### config.mk
export PLATFORM = sky130hd
export DESIGN_NAME = hazard_ctrl
export DESIGN_NICKNAME = d
export VERILOG_FILES = /design/src/rtl/hazard_ctrl.sv
export SDC_FILE = /design/constraint.sdc
export NUM_CORES = 1
export LEC_CHECK = 0
export CAP_MARGIN = 0
export CORE_UTILIZATION = 35
export CTS_CLUSTER_DIAMETER = 60
export DETAILED_ROUTE_END_ITERATION = 10
export GPL_ROUTABILITY_DRIVEN = 0
export GPL_TIMING_DRIVEN = 0
export PLACE_DENSITY = 0.75
export RECOVER_POWER = 100
export SLEW_MARGIN = 20
export SYNTH_ARGS = -nofsm -noshare
export SYNTH_HDL_FRONTEND = slang
export SYNTH_SLANG_ARGS = --single-unit
### constraint.sdc
create_clock -name clk -period 2.46 [get_ports clk]
set_clock_uncertainty 0.05 [all_clocks]
set_input_delay 0.492 -clock clk [delete_from_list [all_inputs] [get_ports clk]]
set_output_delay 0.492 -clock clk [all_outputs]
set_load 0.02 [all_outputs]
### src/rtl/hazard_ctrl.sv
`default_nettype none
// +----------------------------------------------------------------------------+
// | hazard_ctrl: load-use stall / taken-branch flush sequencer with statistics |
// | Revision: 1.0                                                              |
// +----------------------------------------------------------------------------+
module hazard_ctrl #(
  parameter int REG_AW   = 5,
  parameter int OPC_W    = 7,
  parameter int LOAD_LAT = 1,
  parameter int BR_PEN   = 2,
  parameter int CNT_W    = 16
) (
  input  logic              clk,
  input  logic              rst_n,
  input  logic              hazard_en,
  input  logic              id_valid,
  input  logic [REG_AW-1:0] id_rs1,
  input  logic [REG_AW-1:0] id_rs2,
  input  logic              id_use_rs1,
  input  logic              id_use_rs2,
  input  logic              ex_valid,
  input  logic [OPC_W-1:0]  ex_opcode,
  input  logic [REG_AW-1:0] ex_rd,
  input  logic              ex_br_taken,
  output logic              stall,
  output logic              flush_if_id,
  output logic              flush_id_ex,
  output logic              busy,
  output logic [CNT_W-1:0]  load_stall_cnt,
  output logic [CNT_W-1:0]  br_flush_cnt
);

  localparam logic [6:0] C_OPC_LOAD   = 7'b0000011;
  localparam logic [6:0] C_OPC_BRANCH = 7'b1100011;
  // Remaining-cycle reload values; the first cycle is spent in IDLE.
  localparam logic [1:0] C_LD_REM = (LOAD_LAT > 1) ? 2'(LOAD_LAT - 2) : 2'd0;
  localparam logic [1:0] C_BR_REM = (BR_PEN > 1)   ? 2'(BR_PEN - 2)   : 2'd0;

  typedef enum logic [1:0] {
    S_IDLE     = 2'd0,
    S_LD_STALL = 2'd1,
    S_BR_FLUSH = 2'd2
  } state_t;

  state_t             state_q, state_d;
  logic [1:0]         rem_q, rem_d;
  logic               busy_q;
  logic [CNT_W-1:0]   ld_cnt_q, ld_cnt_d;
  logic [CNT_W-1:0]   br_cnt_q, br_cnt_d;
  logic               stall_c, flush_if_id_c, flush_id_ex_c;

  logic is_load, is_branch, rs_match, ld_hit, br_hit;

  assign is_load   = (ex_opcode[6:0] == C_OPC_LOAD);
  assign is_branch = (ex_opcode[6:0] == C_OPC_BRANCH);
  assign rs_match  = (id_use_rs1 && (id_rs1 == ex_rd)) ||
                     (id_use_rs2 && (id_rs2 == ex_rd));
  assign ld_hit    = hazard_en && ex_valid && id_valid && is_load &&
                     (ex_rd != '0) && rs_match;
  assign br_hit    = hazard_en && ex_valid && is_branch && ex_br_taken;

  always_comb begin
    state_d       = state_q;
    rem_d         = rem_q;
    ld_cnt_d      = ld_cnt_q;
    br_cnt_d      = br_cnt_q;
    stall_c       = 1'b0;
    flush_if_id_c = 1'b0;
    flush_id_ex_c = 1'b0;
    case (state_q)
      S_IDLE: begin
        if (br_hit) begin
          flush_if_id_c = 1'b1;
          flush_id_ex_c = 1'b1;
          if (br_cnt_q != '1) br_cnt_d = br_cnt_q + 1'b1;
          if (BR_PEN > 1) begin
            state_d = S_BR_FLUSH;
            rem_d   = C_BR_REM;
          end
        end else if (ld_hit) begin
          stall_c       = 1'b1;
          flush_id_ex_c = 1'b1;
          if (ld_cnt_q != '1) ld_cnt_d = ld_cnt_q + 1'b1;
          if (LOAD_LAT > 1) begin
            state_d = S_LD_STALL;
            rem_d   = C_LD_REM;
          end
        end
      end
      S_LD_STALL: begin
        stall_c       = 1'b1;
        flush_id_ex_c = 1'b1;
        if (rem_q == 2'd0) state_d = S_IDLE;
        else               rem_d   = rem_q - 2'd1;
      end
      S_BR_FLUSH: begin
        flush_if_id_c = 1'b1;
        flush_id_ex_c = 1'b1;
        if (rem_q == 2'd0) state_d = S_IDLE;
        else               rem_d   = rem_q - 2'd1;
      end
      default: begin
        state_d = S_IDLE;
        rem_d   = 2'd0;
      end
    endcase
  end

  always_ff @(posedge clk or negedge rst_n) begin
    if (!rst_n) begin
      state_q  <= S_IDLE;
      rem_q    <= 2'd0;
      busy_q   <= 1'b0;
      ld_cnt_q <= '0;
      br_cnt_q <= '0;
    end else begin
      state_q  <= state_d;
      rem_q    <= rem_d;
      busy_q   <= (state_d != S_IDLE);
      ld_cnt_q <= ld_cnt_d;
      br_cnt_q <= br_cnt_d;
    end
  end

  // The IDLE-cycle response is combinational, so gate it while reset is held.
  assign stall          = rst_n & stall_c;
  assign flush_if_id    = rst_n & flush_if_id_c;
  assign flush_id_ex    = rst_n & flush_id_ex_c;
  assign busy           = busy_q;
  assign load_stall_cnt = ld_cnt_q;
  assign br_flush_cnt   = br_cnt_q;

endmodule
`default_nettype wire

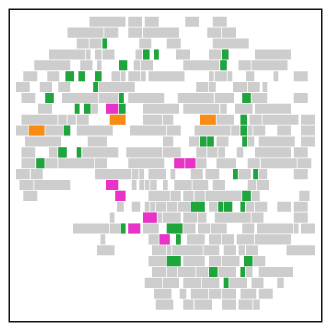
Run 1: gate-type map
(4 px per um)
legend:
  green:
    family: nand cells
    cells: 40
  magenta:
    family: non-inverting ao/oa cells
    cells: 8
    where: middle
  orange:
    family: mux cells
    cells: 3
Cell Count, Final, Fillers Out: 352
logic share of the area: 35.5%
Commonest Layout Cell: dfrtp_1

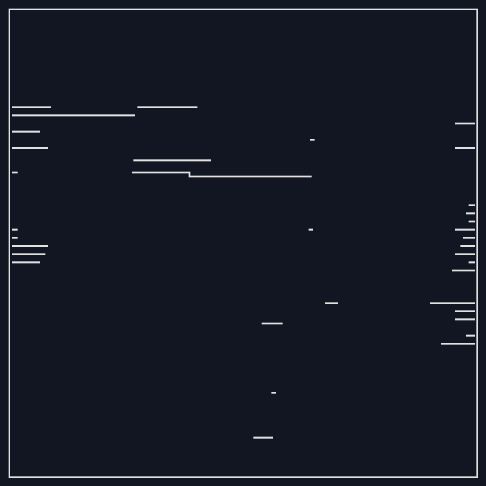
Run 1: M3 wires
(6 px per um)
longest straight run: 20.2 um
share of all routed wire: 3.5%
wire length on this layer: 158 um
vias post-DR: 1759
WL final: 4.53 mm
met3 usage: 3.53%

==> flow_metrics.py, run 1 <==
# Auto-generated metrics
metrics = {
    "detailed_routing": {
        "ant_nets": 0,
        "dr.pass1.iters": 4,
        "first_iter_violations": 83,
    },
    "final_layout": {
        "lay_top_cells": "dfrtp_1 (37), dlygate4sd3_1 (33), xnor2_1 (24), nand2_1 (15), xor2_1 (15)",
        "area_delta_synth_final_pct": 49.9,
        "diodes": 0,
        "clockNetworkAreaShare_pct": 2.74,
        "nClkBuffers": 6,
        "fin_nets": 316,
        "dominant_cells": "multi-input combinational cells",
        "n_all_buffers": 83,
    },
    "critical_path": {
        "cpPeakStageDelay_ps": 530,
        "crit_buf_inv": 2,
        "path_cells": "buf_8 -> or4_4 -> nor2_4 -> nor4_4 -> and2_4 -> o311a_1 -> buf_6",
    },
    "power": {
        "p_sw_mw": 0.256,
        "seq_power_mw": 0.612,
        "powerComb_mw": 0.112,
        "peakVddDrop_v": 0.000283,
        "p_per_area_mw_per_mm2": 374,
        "seqPwrFrac_pct": 54.4,
    },
    "clocking": {
        "root_buffer": "clkbuf_8",
        "cts_tree": "built",
    },
    "status": {
        "status": "complete, no violations",
    },
    "synthesis": {
        "synthCells": 192,
        "ys_seq_share_pct": 46.1,
        "ff_type": "dfrtp_1",
        "ys_ff": 37,
        "top_cell_area_share_pct": 46.1,
    },
    "placed_design": {
        "port_buffers": 65,
        "dpl.hpwl_mm": 3.34,
    },
    "grt": {
        "grt_pass1_wl_mm": 7.65,
    },
    "floorplanning": {
        "tap_cells": 72,
        "rows": 27,
    },
    "sta": {
        "finalSetupViolations": 0,
    },
}
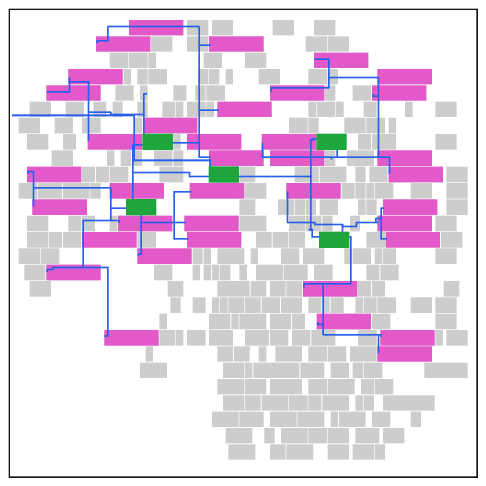
Run 1: routed clock nets over the placement
(6 px per um)
legend:
  magenta:
    item: flip-flops
    count: 37
  green:
    item: clock-net drivers
    count: 5
  blue:
    item: clock wires
    length: 438 um
routed clock nets: 6
Clock power frac: 35.6%
clk latency late pin: 280 ps
total clock network power: 0.401 mW

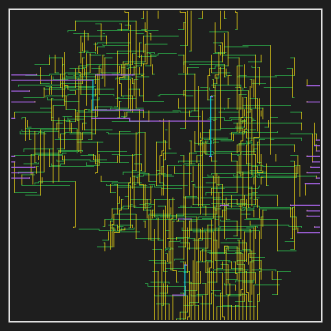
Run 1: signal wires by layer
(4 px per um)
legend:
  cyan:
    layer: M4
    wire_length: 29.9 um
  green:
    layer: M1
    wire_length: 2010 um
  yellow:
    layer: M2
    wire_length: 2330 um
  purple:
    layer: M3
    wire_length: 158 um
gr usage total: 15.8%
wire per inst: 12.9 um

==> run 1: per-layer routing <==
metal	vias to the layer above	GRT usage (%)	share of wire [%]
met4	0	4.15	0.64
met2	38	28.1	51
met3	7	3.53	3.5
met1	866	19.1	44
li1	848	-	-
met5	-	0	0
==> run 1: per-stage QoR <==
stage | TNS [ps] | std cells | area, um2 | power, mW | util (%)
final | 0 | 352 | 3010 | 1.12 | 54.7
after global routing | -14.7 | 352 | 3010 | 1.18 | 54.7
after CTS | -9.89 | 347 | 2960 | 1.14 | 53.7
after detailed placement | -10710 | 330 | 2760 | 0.733 | 50.2
after global placement | -15890 | 329 | 2750 | 0.727 | 49.9
after floorplan | 0 | 192 | 2010 | 0.656 | -
==> run 1: logic make-up (layout without fill, tap and decap cells) <==
logic type,Yosys count,after routing,synth area share (%)
buf+inv,13,101,3.24
simple gates,81,81,23.1
mux,3,3,1.68
compound gates,12,12,4.49
xor+xnor,39,39,17.0
fa+ha+maj,7,7,4.36
flops,37,37,46.1
==> run 1: path summary, 6_finish.rpt <==
check                      slack [ps]                from  depth (start not counted)            endpoint
min reg2reg                       440  load_stall_cnt[11]                          1  load_stall_cnt[11]
max reg2reg                       150   load_stall_cnt[4]                          7   load_stall_cnt[1]
min in group clk                  440  load_stall_cnt[11]                          1  load_stall_cnt[11]
max                                30            ex_rd[4]                          7         flush_id_ex
max in group asynchronous        1670               rst_n                          2            rem_q[0]
min                               130               rst_n                          1  load_stall_cnt[13]
==> run 1: what timing repair did <==
item | CTS | global route
setup buffers | 9 | 5
resized | 49 | 26
pin swaps | 9 | 23
setup endpoints to repair | 17 | 4
==> run 1: sequential cells by signal, summed over array words and instances (netlist names) <==
signal	cells
rem_q	2
load_stall_cnt	16
busy	1
state_q	2
br_flush_cnt	16
==> inputs of run 2 (changes only) <==
CAP_MARGIN = 15   (was 0)
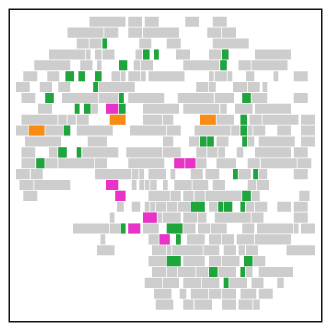
Run 2: gate-type map
(4 px per um)
legend:
  orange:
    family: mux cells
    cells: 3
  magenta:
    family: non-inverting ao/oa cells
    cells: 8
    where: middle
  green:
    family: nand cells
    cells: 40

==> flow_metrics.py, run 2 <==
# Auto-generated metrics
metrics = {
    "status": {
        "status": "complete, no violations",
    },
    "final_layout": {
        "area_delta_synth_final_pct": 49.9,
        "fin_cells": 352,
        "diodes": 0,
        "fin_nets": 316,
    },
    "synthesis": {
        "top_logic_kind": "simple AND/OR/NAND/NOR gates",
        "post_synth_fa_ha_maj_area_fraction_pct": 4.36,
        "top_cell_area_share_pct": 46.1,
        "mux_area_share_pct": 1.68,
        "yosys.area_share.simple_pct": 23.1,
        "ys_ff": 37,
        "xor_area_share_pct": 17.0,
    },
    "placed_design": {
        "dpl.hpwl_mm": 3.34,
        "port_buffers": 65,
        "dpl.cell_count": 330,
    },
    "detailed_routing": {
        "dr.pass1.iters": 4,
        "ant_nets": 0,
        "vias": 1759,
        "finalWirelength_mm": 4.53,
    },
    "sta": {
        "finalSetupTns_ps": 0,
    },
    "critical_path": {
        "path_cells": "buf_8 -> or4_4 -> nor2_4 -> nor4_4 -> and2_4 -> o311a_1 -> buf_6",
        "rr_worst_depth": 7,
        "crit_buf_inv": 2,
        "cpPeakStageDelay_ps": 530,
        "reg2reg_from": "load_stall_cnt[4]",
        "r2r-end": "load_stall_cnt[1]",
    },
    "power": {
        "peakVddDrop_v": 0.000283,
        "p_per_area_mw_per_mm2": 374,
        "power.total_mw": 1.12,
        "pwr-share-clk_pct": 35.6,
    },
    "clocking": {
        "cts_tree": "built",
        "clock_latency_ps": 280,
        "root_buffer": "clkbuf_8",
    },
    "floorplanning": {
        "rows": 27,
    },
    "grt": {
        "grt_pass1_wl_mm": 7.65,
    },
}
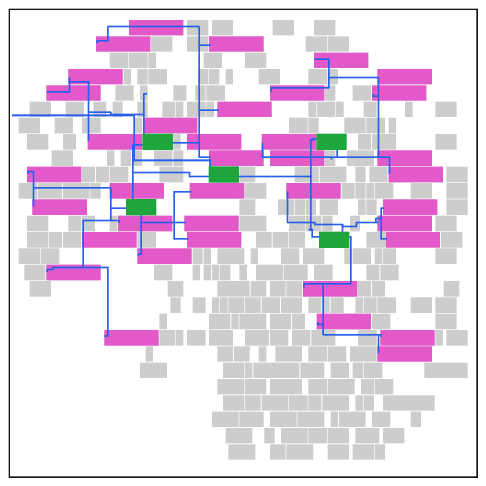
Run 2: routed clock nets over the placement
(6 px per um)
legend:
  magenta:
    item: flip-flops
    count: 37
  green:
    item: clock-net drivers
    count: 5
  blue:
    item: clock wires
    length: 438 um
routed clock nets: 6

-- run 2: through the flow --
step                utilization [%]  area, um2
finish                         54.7       3010
global route                   54.7       3010
CTS                            53.7       2960
detailed placement             50.2       2760
global placement               49.9       2750
floorplan                         -       2010
-- run 2: power by group through the flow --
| stage | Sequential (mW) | Clock (mW) | Combinational, mW |
|---|---|---|---|
| 6_report | 0.612 | 0.401 | 0.112 |
| 5_1_grt | 0.612 | 0.449 | 0.122 |
| 4_1_cts | 0.612 | 0.414 | 0.113 |
| 3_5_place_dp | 0.624 | 0 | 0.109 |
| 3_3_place_gp | 0.624 | 0 | 0.103 |
| 2_1_floorplan | 0.626 | 0 | 0.0294 |
-- run 2: final cells by class --
| cell class | instances | area [um2] |
|---|---|---|
| Sequential cell | 37 | 926 |
| Fill cell | 473 | 2500 |
| Inverter | 10 | 37.5 |
| Multi-Input combinational cell | 142 | 1070 |
| Clock buffer | 6 | 72.6 |
| Tap cell | 72 | 90.1 |
| Timing Repair Buffer | 80 | 779 |
| Buffer | 3 | 27.5 |
| Clock inverter | 2 | 10.0 |
-- run 2: repair_timing --
item	in CTS	in global routing
endpoints found under the setup margin	17	4
pin swaps	9	23
setup buffers	9	5
resized	49	26
-- run 2: worst max-delay path by stage --
stage	startpoint	to	slack, ps	depth (start not counted)
finish	ex_rd[4]	flush_id_ex	30	7
global route	state_q[1]	flush_id_ex	-10	7
CTS	ex_rd[4]	flush_id_ex	-10	7
detailed placement	ex_opcode[3]	flush_id_ex	-1090	7
global placement	rst_n	flush_id_ex	-1320	3
floorplan	ex_opcode[3]	flush_id_ex	160	5
-- run 2: routing by layer --
metal	up-vias	part of all wire [%]	track usage [%]
li1	848	-	-
met2	38	51	28.1
met3	7	3.5	3.53
met1	866	44	19.1
met5	-	0	0
met4	0	0.64	4.15
Power is estimated from default activity; no workload was simulated.
